Fig. 1: run 1, wiring heat map
The die is cut into 27 by 17 equal tiles; white is low, dark blue is high, scaled to the fullest tile. Values are wire area over tile area, all layers added.
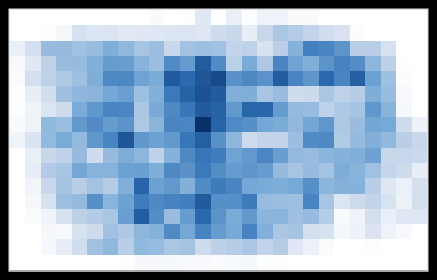
Fig. 2: run 1, routed metal, one colour a layer
The bar under the picture is 50 µm long. Only two layers are drawn.
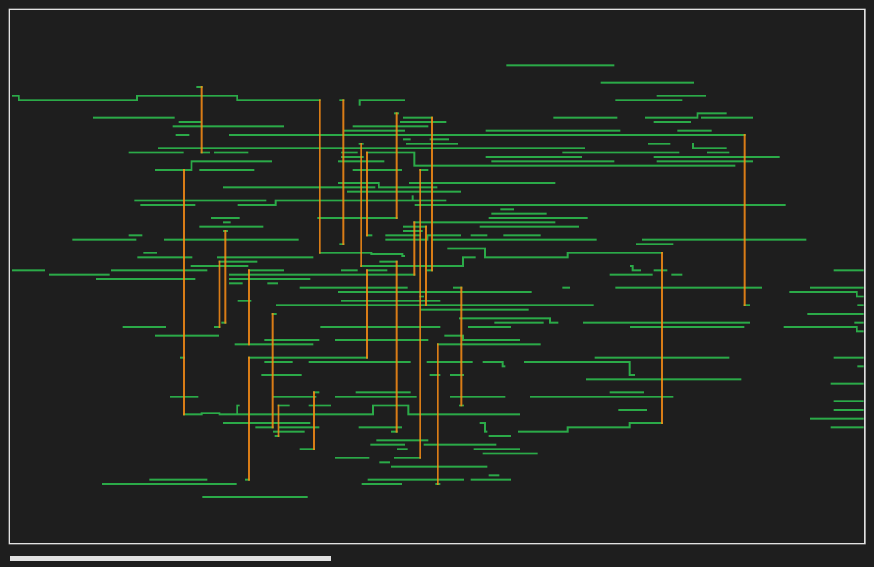
Fig. 3: run 1, close-up of the layout
The bar under the picture is 5 µm long. Region (90, 52) to (110, 72) µm. Cells in grey, sequential cells in the stronger grey; small squares are vias.
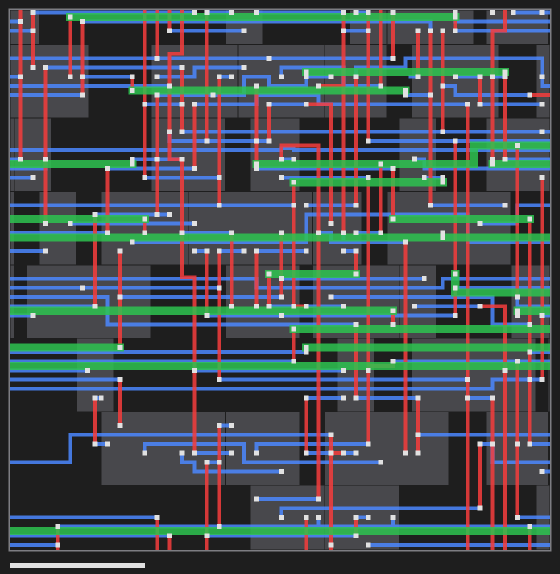
Fig. 4: run 1, routing congestion map
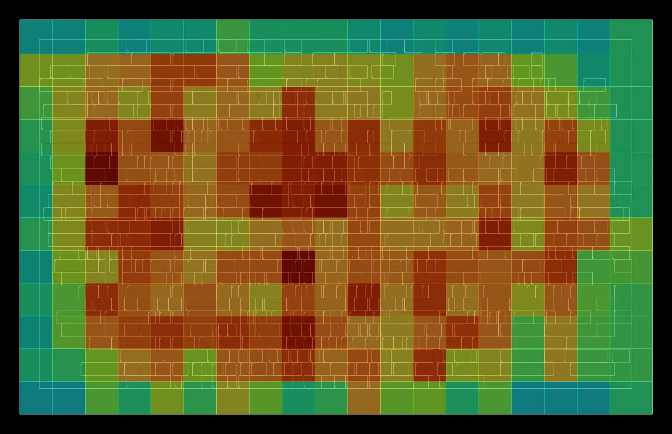
$ cat src/rtl/calculadora_sincrona_multi.sv
// calculadora_sincrona_multi
//   Accumulator calculator with NUM_ACC independent WIDTH-bit accumulators,
//   a valid/ready command port, status flags, bitwise ops and an iterative
//   shift-add multiply (WIDTH cycles).
// Ports:
//   clk, rst            clock (rising edge), async active-high reset
//   in_valid/in_ready   command handshake; in_ready = ~busy
//   entrada, codigo,    operand, opcode, target accumulator index
//   acc_sel
//   saida, out_valid    registered display value and its one-cycle update pulse
//   busy                multiply in progress
//   flag_zero/carry/ovf status of the last arithmetic/logic result
//   err                 one-cycle pulse on an accepted invalid opcode

// One accumulator register; written only when its index is selected.
module calc_acc_slot #(
  parameter int WIDTH = 8
) (
  input  logic             clk,
  input  logic             rst,
  input  logic             we,
  input  logic [WIDTH-1:0] d,
  output logic [WIDTH-1:0] q
);
  always_ff @(posedge clk or posedge rst) begin
    if (rst)     q <= '0;
    else if (we) q <= d;
  end
endmodule

module calculadora_sincrona_multi #(
  parameter int WIDTH   = 8,
  parameter int NUM_ACC = 4,
  parameter int SEL_W   = $clog2(NUM_ACC)
) (
  input  logic             clk,
  input  logic             rst,
  input  logic             in_valid,
  output logic             in_ready,
  input  logic [WIDTH-1:0] entrada,
  input  logic [2:0]       codigo,
  input  logic [SEL_W-1:0] acc_sel,
  output logic [WIDTH-1:0] saida,
  output logic             out_valid,
  output logic             busy,
  output logic             flag_zero,
  output logic             flag_carry,
  output logic             flag_ovf,
  output logic             err
);
  localparam logic [2:0] OP_SHOW_IN  = 3'b000;
  localparam logic [2:0] OP_ADD      = 3'b001;
  localparam logic [2:0] OP_SUB      = 3'b010;
  localparam logic [2:0] OP_SHOW_ACC = 3'b011;
  localparam logic [2:0] OP_AND      = 3'b100;
  localparam logic [2:0] OP_XOR      = 3'b101;
  localparam logic [2:0] OP_MUL      = 3'b110;
  localparam int         CNT_W       = $clog2(WIDTH + 1);

  typedef enum logic {IDLE, MUL} state_t;

  state_t                          state;
  logic [NUM_ACC-1:0][WIDTH-1:0]   acc_q;
  logic [WIDTH-1:0]                a_val;
  logic                            accept;

  // Multiply datapath
  logic [2*WIDTH-1:0]              prod, mcand, prod_step;
  logic [WIDTH-1:0]                mplier;
  logic [CNT_W-1:0]                count;
  logic [SEL_W-1:0]                tgt;
  logic                            mul_done;

  // Single-cycle ALU
  logic [WIDTH:0]                  sum_w, diff_w;
  logic [WIDTH-1:0]                alu_res;
  logic                            alu_wr, c_n, v_n, z_n;

  // Accumulator write port (one writer per cycle)
  logic                            wr_en;
  logic [SEL_W-1:0]                wr_idx;
  logic [WIDTH-1:0]                wr_data;

  assign in_ready = ~busy;
  assign accept   = in_valid & in_ready;
  assign a_val    = acc_q[acc_sel];

  assign sum_w  = {1'b0, a_val} + {1'b0, entrada};
  // Top bit of the extended difference is the unsigned borrow.
  assign diff_w = {1'b0, a_val} - {1'b0, entrada};

  always_comb begin
    alu_res = '0;
    c_n     = 1'b0;
    v_n     = 1'b0;
    alu_wr  = 1'b0;
    case (codigo)
      OP_ADD: begin
        alu_res = sum_w[WIDTH-1:0];
        c_n     = sum_w[WIDTH];
        v_n     = (a_val[WIDTH-1] == entrada[WIDTH-1]) &&
                  (sum_w[WIDTH-1] != a_val[WIDTH-1]);
        alu_wr  = 1'b1;
      end
      OP_SUB: begin
        alu_res = diff_w[WIDTH-1:0];
        c_n     = diff_w[WIDTH];
        v_n     = (a_val[WIDTH-1] != entrada[WIDTH-1]) &&
                  (diff_w[WIDTH-1] != a_val[WIDTH-1]);
        alu_wr  = 1'b1;
      end
      OP_AND: begin
        alu_res = a_val & entrada;
        alu_wr  = 1'b1;
      end
      OP_XOR: begin
        alu_res = a_val ^ entrada;
        alu_wr  = 1'b1;
      end
      default: ;
    endcase
  end

  assign z_n = (alu_res == '0);

  // The final shift-add step and the write-back share an edge, so the
  // result is taken from the combinational next product.
  assign prod_step = prod + (mplier[0] ? mcand : '0);
  assign mul_done  = (state == MUL) && (count == CNT_W'(1));

  always_comb begin
    wr_en   = 1'b0;
    wr_idx  = acc_sel;
    wr_data = alu_res;
    if (accept && alu_wr) begin
      wr_en = 1'b1;
    end else if (mul_done) begin
      wr_en   = 1'b1;
      wr_idx  = tgt;
      wr_data = prod_step[WIDTH-1:0];
    end
  end

  for (genvar i = 0; i < NUM_ACC; i++) begin : g_acc
    calc_acc_slot #(.WIDTH(WIDTH)) u_slot (
      .clk (clk),
      .rst (rst),
      .we  (wr_en && (wr_idx == SEL_W'(i))),
      .d   (wr_data),
      .q   (acc_q[i])
    );
  end

  always_ff @(posedge clk or posedge rst) begin
    if (rst) begin
      state      <= IDLE;
      saida      <= '0;
      out_valid  <= 1'b0;
      err        <= 1'b0;
      busy       <= 1'b0;
      flag_zero  <= 1'b0;
      flag_carry <= 1'b0;
      flag_ovf   <= 1'b0;
      prod       <= '0;
      mcand      <= '0;
      mplier     <= '0;
      count      <= '0;
      tgt        <= '0;
    end else begin
      out_valid <= 1'b0;
      err       <= 1'b0;
      case (state)
        IDLE: begin
          if (accept) begin
            case (codigo)
              OP_SHOW_IN: begin
                saida     <= entrada;
                out_valid <= 1'b1;
              end
              OP_SHOW_ACC: begin
                saida     <= a_val;
                out_valid <= 1'b1;
              end
              OP_ADD, OP_SUB, OP_AND, OP_XOR: begin
                flag_zero  <= z_n;
                flag_carry <= c_n;
                flag_ovf   <= v_n;
              end
              OP_MUL: begin
                mcand  <= {{WIDTH{1'b0}}, a_val};
                mplier <= entrada;
                tgt    <= acc_sel;
                prod   <= '0;
                count  <= CNT_W'(WIDTH);
                busy   <= 1'b1;
                state  <= MUL;
              end
              default: err <= 1'b1;
            endcase
          end
        end
        MUL: begin
          prod   <= prod_step;
          mcand  <= mcand << 1;
          mplier <= mplier >> 1;
          count  <= count - CNT_W'(1);
          if (mul_done) begin
            saida      <= prod_step[WIDTH-1:0];
            out_valid  <= 1'b1;
            flag_carry <= (prod_step[2*WIDTH-1:WIDTH] != '0);
            flag_ovf   <= 1'b0;
            flag_zero  <= (prod_step[WIDTH-1:0] == '0);
            busy       <= 1'b0;
            state      <= IDLE;
          end
        end
        default: state <= IDLE;
      endcase
    end
  end
endmodule

$ cat config.mk
export PLATFORM = sky130hd
export DESIGN_NAME = calculadora_sincrona_multi
export DESIGN_NICKNAME = d
export VERILOG_FILES = /design/src/rtl/calculadora_sincrona_multi.sv
export SDC_FILE = /design/constraint.sdc
export NUM_CORES = 1
export LEC_CHECK = 0
export CORE_ASPECT_RATIO = 0.6
export CORE_MARGIN = 4
export CORE_UTILIZATION = 65
export CTS_CLUSTER_DIAMETER = 200
export DETAILED_ROUTE_END_ITERATION = 10
export PLACE_DENSITY = 0.95
export RECOVER_POWER = 25
export SYNTH_ARGS = -nofsm -noshare
export SYNTH_HDL_FRONTEND = slang
export SYNTH_SLANG_ARGS = --single-unit
$ cat constraint.sdc
create_clock -name clk -period 6.75 [get_ports clk]
set_clock_uncertainty 0.05 [all_clocks]
set_input_delay 2.025 -clock clk [delete_from_list [all_inputs] [get_ports clk]]
set_output_delay 2.025 -clock clk [all_outputs]
set_load 0.05 [all_outputs]
==> run summary, run 1 <==
Synthesis and PnR results.

- The run finished, with violations left.
- The final reports fail on capacitance limit, slew limit.
- The layout has 10 clock buffers.
- The post-synthesis mux area share reads a little under an eighth.
- The most used flip-flop cell after synthesis is sky130_fd_sc_hd__dfrtp_1.
- Setup repair after global routing left no endpoint under its margin.
- The report counts max-capacitance violations totalling 1.
- For reference, the top logic cell family by area is AND-OR/OR-AND gates.
- The most area-hungry cell class in the final design reads combinational gates.
- Counting the warning lines in the Yosys log gives 0.
- The number of cells on the worst hold path is 2.
- The final power report lists total power as between 2 and 3 mW.
- The count of nets after finishing is about 700.
- The count of cells in the finished layout, fillers not included, comes to roughly 770.
- The synth_stat.txt file lists the number of cells as 614.
- The cell count after synthesis reads around 600.
- Counting instances in the post-synthesis netlist gives the leading cell types as 93 x sky130_fd_sc_hd__dfrtp_1, 50 x sky130_fd_sc_hd__nand2_1, 42 x sky130_fd_sc_hd__inv_1.
- Once placement finished, the instance area stood at 6529 µm².
- The number of ordinary inverters in the final layout is 43.
- The origin of the critical flop-to-flop path is g_acc[3].u_slot.q[0]$_DFFE_PP0P_.
- The first global-routing pass estimated about 29000 µm of wire.
- In the final timing run, aggregate negative setup slack is 0 ps.
- The clock-cell share of area reads 4.504%.
- The required time at the worst-slack endpoint reads about 7000 ps.
- In the post-synthesis netlist, the biggest area contributors are sky130_fd_sc_hd__dfrtp_1 38%, sky130_fd_sc_hd__ha_1 7.8%, sky130_fd_sc_hd__mux2_2 6.6%, sky130_fd_sc_hd__nand2_1 3.1%, sky130_fd_sc_hd__mux4_2 3.0%.
- The arrival time at the worst endpoint reads slightly above 6000 ps.
- For the pin with the worst max-slew slack, the measured transition is 1868 ps.
- The die is around 130 µm wide.
- The clock-pin slew on the worst setup and hold paths reads 70 ps.
- The via count of the first global-routing pass is 5134.
- IR analysis of the VDD net gives a maximum drop of ~0.25 mV.
- The last element of the critical path reads flag_carry$_DFFE_PP0P_.
- The final weighted congestion in routability-driven placement is about 0.94.
- The global routing met3 resource utilization reads a little under a tenth.
- After synthesis the cells add up to 6107 µm².
- The first-iteration detailed-routing DRC count reads about 900.
- The net count entering floorplan reads around 670.
- The worst hold slack is between 400 and 500 ps.
- The nature of the critical path endpoint reads a flip-flop.
- In this run the core area contains 27 standard-cell rows.
- The final max-slew violation count recorded for this run is between 70 and 80.
- The depth of the worst register-to-register path reads 12.
- For this run, the register share of the synthesized area comes to between 30% and 40%.
Notes on Fig. 1 above:
- fullest tile: 0.80
- emptiest ninth of the die: bottom right
- mean over tiles: 0.27
- nearly empty tiles: 16%
- tiles over half the peak: 27%

Notes on Fig. 2 above:
- met3: green (wire length 2110 µm)
- met4: orange (wire length 452 µm)

Notes on Fig. 3 above:
- met1: blue
- met3: green
- met2: red
- cells with their middle in the window: 29
- sequential cells in the window: 0
- most frequent: ha_1 (4), inv_1 (3), nor2_1 (3)

Notes on Fig. 4 above:
met1 Usage GRT: 49.42%
share of the core filled with cells in the final layout: 74.65%
busiest metal layer after global routing: met1
GRT Util Overall: 32.87%

run 1: critical path: stages:
cell	delay, ps
sky130_fd_sc_hd__clkdlybuf4s50_1	930
sky130_fd_sc_hd__mux4_2	650
sky130_fd_sc_hd__inv_1	130
sky130_fd_sc_hd__ha_1	150
sky130_fd_sc_hd__inv_1	50
sky130_fd_sc_hd__fa_1	400
sky130_fd_sc_hd__a21o_1	190
sky130_fd_sc_hd__a21oi_1	270
sky130_fd_sc_hd__o21ai_0	130
sky130_fd_sc_hd__a21o_1	180
sky130_fd_sc_hd__a2111oi_0	710
sky130_fd_sc_hd__o32ai_1	190
sky130_fd_sc_hd__a31oi_1	220
run 1: power breakdown:
part           internal (mW)  switching, mW
Sequential             0.780          0.169
Combinational          0.543          0.861
Clock                  0.301          0.229
Total                   1.62           1.26
Fig. 5: run 1, signal wires on met1
The bar under the picture is 50 µm long.
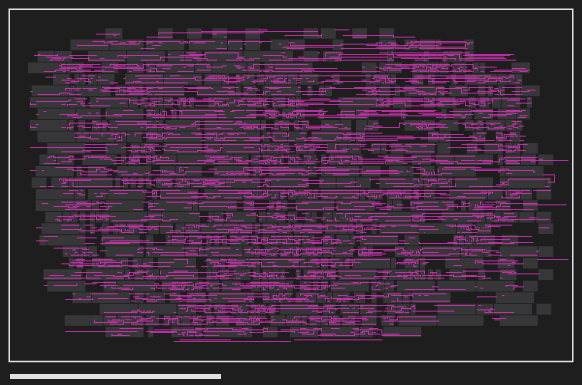

==> run 2, diff against run 1 <==
Settings changed: CORE_UTILIZATION 65 to 50, PLACE_DENSITY 0.95 to 0.79.
Fig. 6: run 2, signal wires on met1
The bar under the picture is 50 µm long.
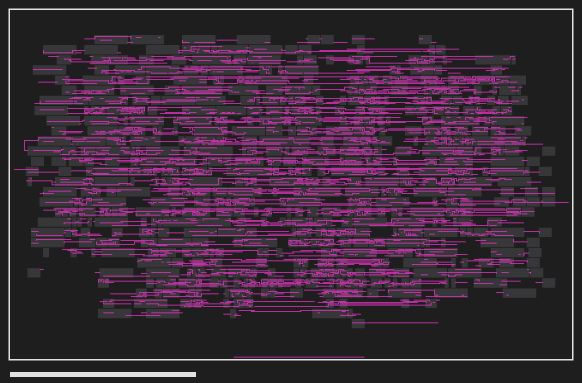
- share of all routed wire: 46%
- wire length on this layer: 7950 µm
- longest straight run: 75.4 µm
- main direction: horizontal

==> run 2 against run 1 <==
- the flow still finishes with violations (capacitance limit, slew limit)
- hold slack worse by 6.4 ps
- first-iteration DRC count is 13% lower
- routed wire length is 1.3% lower
- clock power hardly changed
- global-route usage is 7.9 points lower
- worst setup slack better by 260 ps
- count of clock-buffer cells in the layout is 1 lower
- fmax is 4.5% higher
- largest power group unchanged
- largest cell class unchanged
- sequential share of layout area is 0.22 points lower
- synthesized cell count stayed put
==> run summary, run 2 <==
Synthesis and PnR results.

- The cell count after synthesis reads 614 (unchanged).
- The total net switching power is 1.251 mW (-0.63%).
- The group drawing the most power is combinational logic.
- The cell area after synthesis is 6107 µm² (unchanged).
- The met1 track demand over resource reads 38.31% (-11 points).
- The combinational logic power is 1.39 mW (about the same).
- The number of warnings reported in the yosys synthesis log is 0 (unchanged).
- The run finished, with violations left.
- The sequential power is 0.940 mW (-0.9%).
- The internal power summed over all cells is 1.610 mW (-0.83%).
- The aggregate negative setup slack is 0 ps (unchanged).
- The origin of the critical flop-to-flop path is g_acc[3].u_slot.q[3]$_DFFE_PP0P_.
- The number of standard-cell rows in the floorplan is 30 (+11%).
- The transition at the pin with the smallest max-transition slack reads 1865 ps (-3.020 ps).
- For reference, the top cells by area after synthesis are sky130_fd_sc_hd__dfrtp_1 38%, sky130_fd_sc_hd__ha_1 7.8%, sky130_fd_sc_hd__mux2_2 6.6%, sky130_fd_sc_hd__nand2_1 3.1%, sky130_fd_sc_hd__mux4_2 3.0%.
- The commonest cells after synthesis are 93 x sky130_fd_sc_hd__dfrtp_1, 50 x sky130_fd_sc_hd__nand2_1, 42 x sky130_fd_sc_hd__inv_1.
- Setup repair after global routing left no endpoint under its margin.
- According to the timing report, the critical path is captured at g_acc[0].u_slot.q[6]$_DFFE_PP0P_.
- The sum of internal, switching and leakage power was 2.862 mW (-0.74%).
- The final reports fail on capacitance limit, slew limit.
- The global routing met3 resource utilization is 6.925% (-2.1 points).
- The post-synthesis cell count from yosys reads 614 (unchanged).
- STA classifies the critical path endpoint as a flip-flop.
- The maximum single-stage delay on the critical path reads 750 ps (-180 ps).
- The die outline width reads 150.7 µm (+13%).
- The final worst setup slack is 996.4 ps.
- The number of cells on the worst hold path reads 1 (-1).
- The via count of the first global-routing pass came to 4993 (-2.7%).
- The clock share of power is 18.5% (about the same).
- The standard cell with the maximum stage delay on the critical path is sky130_fd_sc_hd__clkdlybuf4s50_1.
- The net count entering floorplan was 671 (unchanged).
- The number of maximum-capacitance constraint violations is 1 (unchanged).
- The global-route wire length before repair reads 27410 µm (-4.3%).
- The share of the core filled with cells is 59.31% (-15 points).
- The count of buffer and inverter cells on the critical path came to 4 (+1).
- The count of nets after finishing reads 696 (+0.14%).
- The worst hold slack reads 428.3 ps (-6.401 ps).
- The cell class contributing the biggest share of worst-path delay reads buffers and inverters.
- The most used flip-flop cell after synthesis is sky130_fd_sc_hd__dfrtp_1.
- The final weighted congestion in routability-driven placement reads 0.9640 (+2.9%).
- The depth of the worst register-to-register path came to 8 (-4).
- The max-slew violation total from the final report is 45 (-41%).
- The first-iteration detailed-routing DRC count was 803 (-13%).
- The clock-pin slew on the worst setup and hold paths is 70 ps (about the same).
- The total routing resource utilization after global routing was 24.98% (-7.9 points).
- The required time at the worst-slack endpoint is 6930 ps (-30 ps).
==> run 2: cell type report <==
| class | count | area share (%) |
|---|---|---|
| flip-flops and latches | 93 | 33.83 |
| well taps | 160 | 2.910 |
| clock buffers | 9 | 3.274 |
| multi-input cells | 454 | 51.22 |
| inverters | 43 | 2.364 |
| repair buffers | 38 | 5.202 |
| clock inverters | 7 | 1.200 |
==> run 2: cells by family after synthesis <==
group                      count (synthesis)  share of synthesized area (%)
adders and majority gates                 41                          8.769
muxes                                     58                          11.88
DFF                                       93                          38.11
and+or+nand+nor                          179                          14.85
xor gates and xnor gates                  18                          2.582
buffers and inverters                     67                          4.323
AOI/OAI and AO/OA                        158                          19.48
Fig. 7: run 2, routed metal, one colour a layer
The bar under the picture is 50 µm long. Only two layers are drawn.
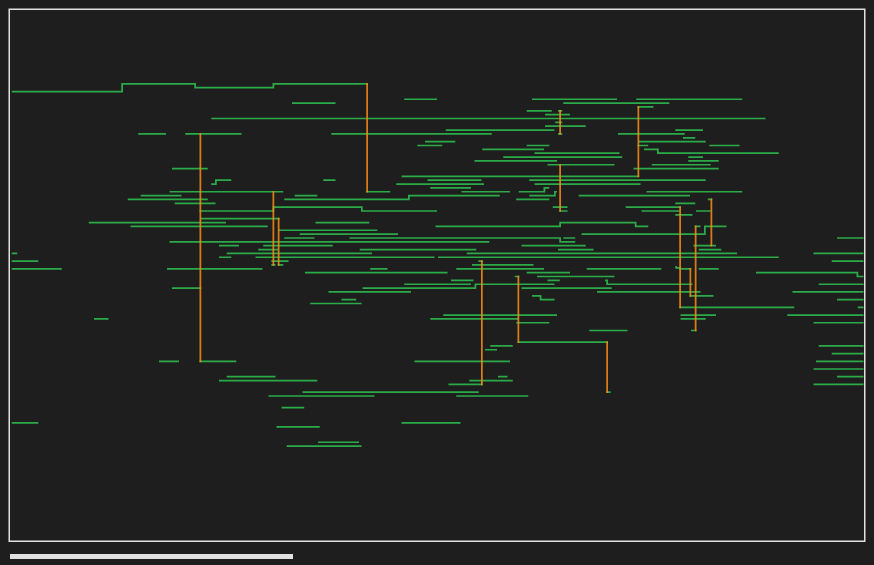

==> run 3, diff against run 2 <==
Settings changed: CORE_MARGIN 4 to 3, SKIP_LAST_GASP set to 1.
Fig. 8: run 3, routed metal, one colour a layer
The bar under the picture is 50 µm long. Only two layers are drawn.
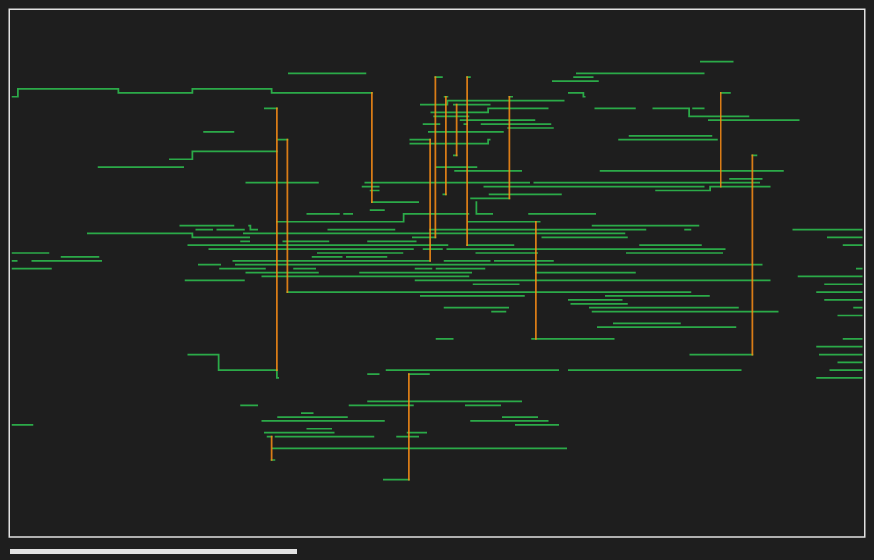
- met3: green (wire length 2100 µm)
- met4: orange (wire length 307 µm)

==> run 3 against run 2 <==
- non-clock buffer count unchanged
- count of clock-buffer cells in the layout stayed put
- combinational power about the same
- register-to-register slack worse by 140 ps
- core utilization down 0.16 points
- the flow still finishes with violations (capacitance limit, slew limit)
- fmax is 1.0% lower
- first-iteration DRC count decreased by 3.4%
- synthesized cell count did not move
- routed wire length fell by 0.34%
- sequential share of layout area grew 0.093 points
- final area fell by 0.27%
==> run summary, run 3 <==
Synthesis and PnR results.

- The run finished, with violations left.
- The final reports fail on capacitance limit, slew limit.
- The post-synthesis cell count from yosys was 614 (unchanged).
- The number of standard-cell rows in the floorplan reads 30 (unchanged).
- The adder and majority gate portion of the synthesized area reads 8.769% (unchanged).
- The max-slew violation total from the final report came to 51 (+13%).
- The most used flip-flop cell after synthesis reads sky130_fd_sc_hd__dfrtp_1.
- The clock-pin slew on the worst setup and hold paths is 70 ps (about the same).
- The number of maximum-capacitance constraint violations is 1 (unchanged).
- The share of the core filled with cells is 59.15% (-0.16 points).
- Setup repair after global routing left no endpoint under its margin.
- For reference, the top cells by count after synthesis are 93 x sky130_fd_sc_hd__dfrtp_1, 50 x sky130_fd_sc_hd__nand2_1, 42 x sky130_fd_sc_hd__inv_1.
- By area the synthesized netlist is led by sky130_fd_sc_hd__dfrtp_1 38%, sky130_fd_sc_hd__ha_1 7.8%, sky130_fd_sc_hd__mux2_2 6.6%, sky130_fd_sc_hd__nand2_1 3.1%, sky130_fd_sc_hd__mux4_2 3.0%.
- The and-or/or-and share of the synthesized area was 19.48% (unchanged).
- The post-synthesis xor/xnor area fraction reads 2.581% (unchanged).
- The net count entering floorplan was 671 (unchanged).
- The aggregate negative setup slack came to 0 ps (unchanged).
- The required time at the worst-slack endpoint reads 6970 ps (+40 ps).
- The largest family of logic cells by area is AND-OR/OR-AND gates.
- The standard cell with the maximum stage delay on the critical path reads sky130_fd_sc_hd__clkdlybuf4s50_1.
- The worst hold slack is 426.8 ps (-1.534 ps).
- The first-iteration detailed-routing DRC count came to 776 (-3.4%).
- The count of nets after finishing reads 696 (unchanged).
- The die outline width reads 148.7 µm (-1.3%).
- The final weighted congestion in routability-driven placement reads 0.9195 (-4.6%).
- The sum of internal, switching and leakage power is 2.828 mW (-1.2%).
- The global-route wire length before repair reads 27380 µm (about the same).
- The final worst setup slack is 935.8 ps (-60.63 ps).
- The depth of the worst register-to-register path came to 12 (+4).
- The cell class contributing the biggest share of worst-path delay is AND-OR/OR-AND gates.
- The global routing met3 resource utilization reads 7.830% (+0.91 points).
- The transition at the pin with the smallest max-transition slack came to 2152 ps (+286.9 ps).
- The post-synthesis mux area share is 11.88% (unchanged).
- The count of buffer and inverter cells on the critical path is 3 (-1).
run 3: cell counts after synthesis:
No cell type changed its count.
run 3: metal layers:
metal | vias to the layer above | part of all wire, %
met1 | 2550 | 46
met5 | - | 0
met2 | 299 | 40
met4 | 0 | 1.8
met3 | 33 | 12
li1 | 2318 | -
run 3: area by class of cell:
cell class	count	area, µm²
fill	974	4738
multi-input combinational	454	3523
sequential	93	2327
timing repair buffer	38	360.3
clock buffer	9	225.2
tap	160	200.2
inverter	43	162.7
clock inverter	7	61.31
run 3: where the power goes:
part           switching (mW)  total (mW)  internal, mW
combinational           0.838        1.38         0.537
sequential              0.175       0.954         0.780
clock                   0.240       0.499         0.258
total                    1.25        2.83          1.58
Power is estimated from default activity; no workload was simulated.
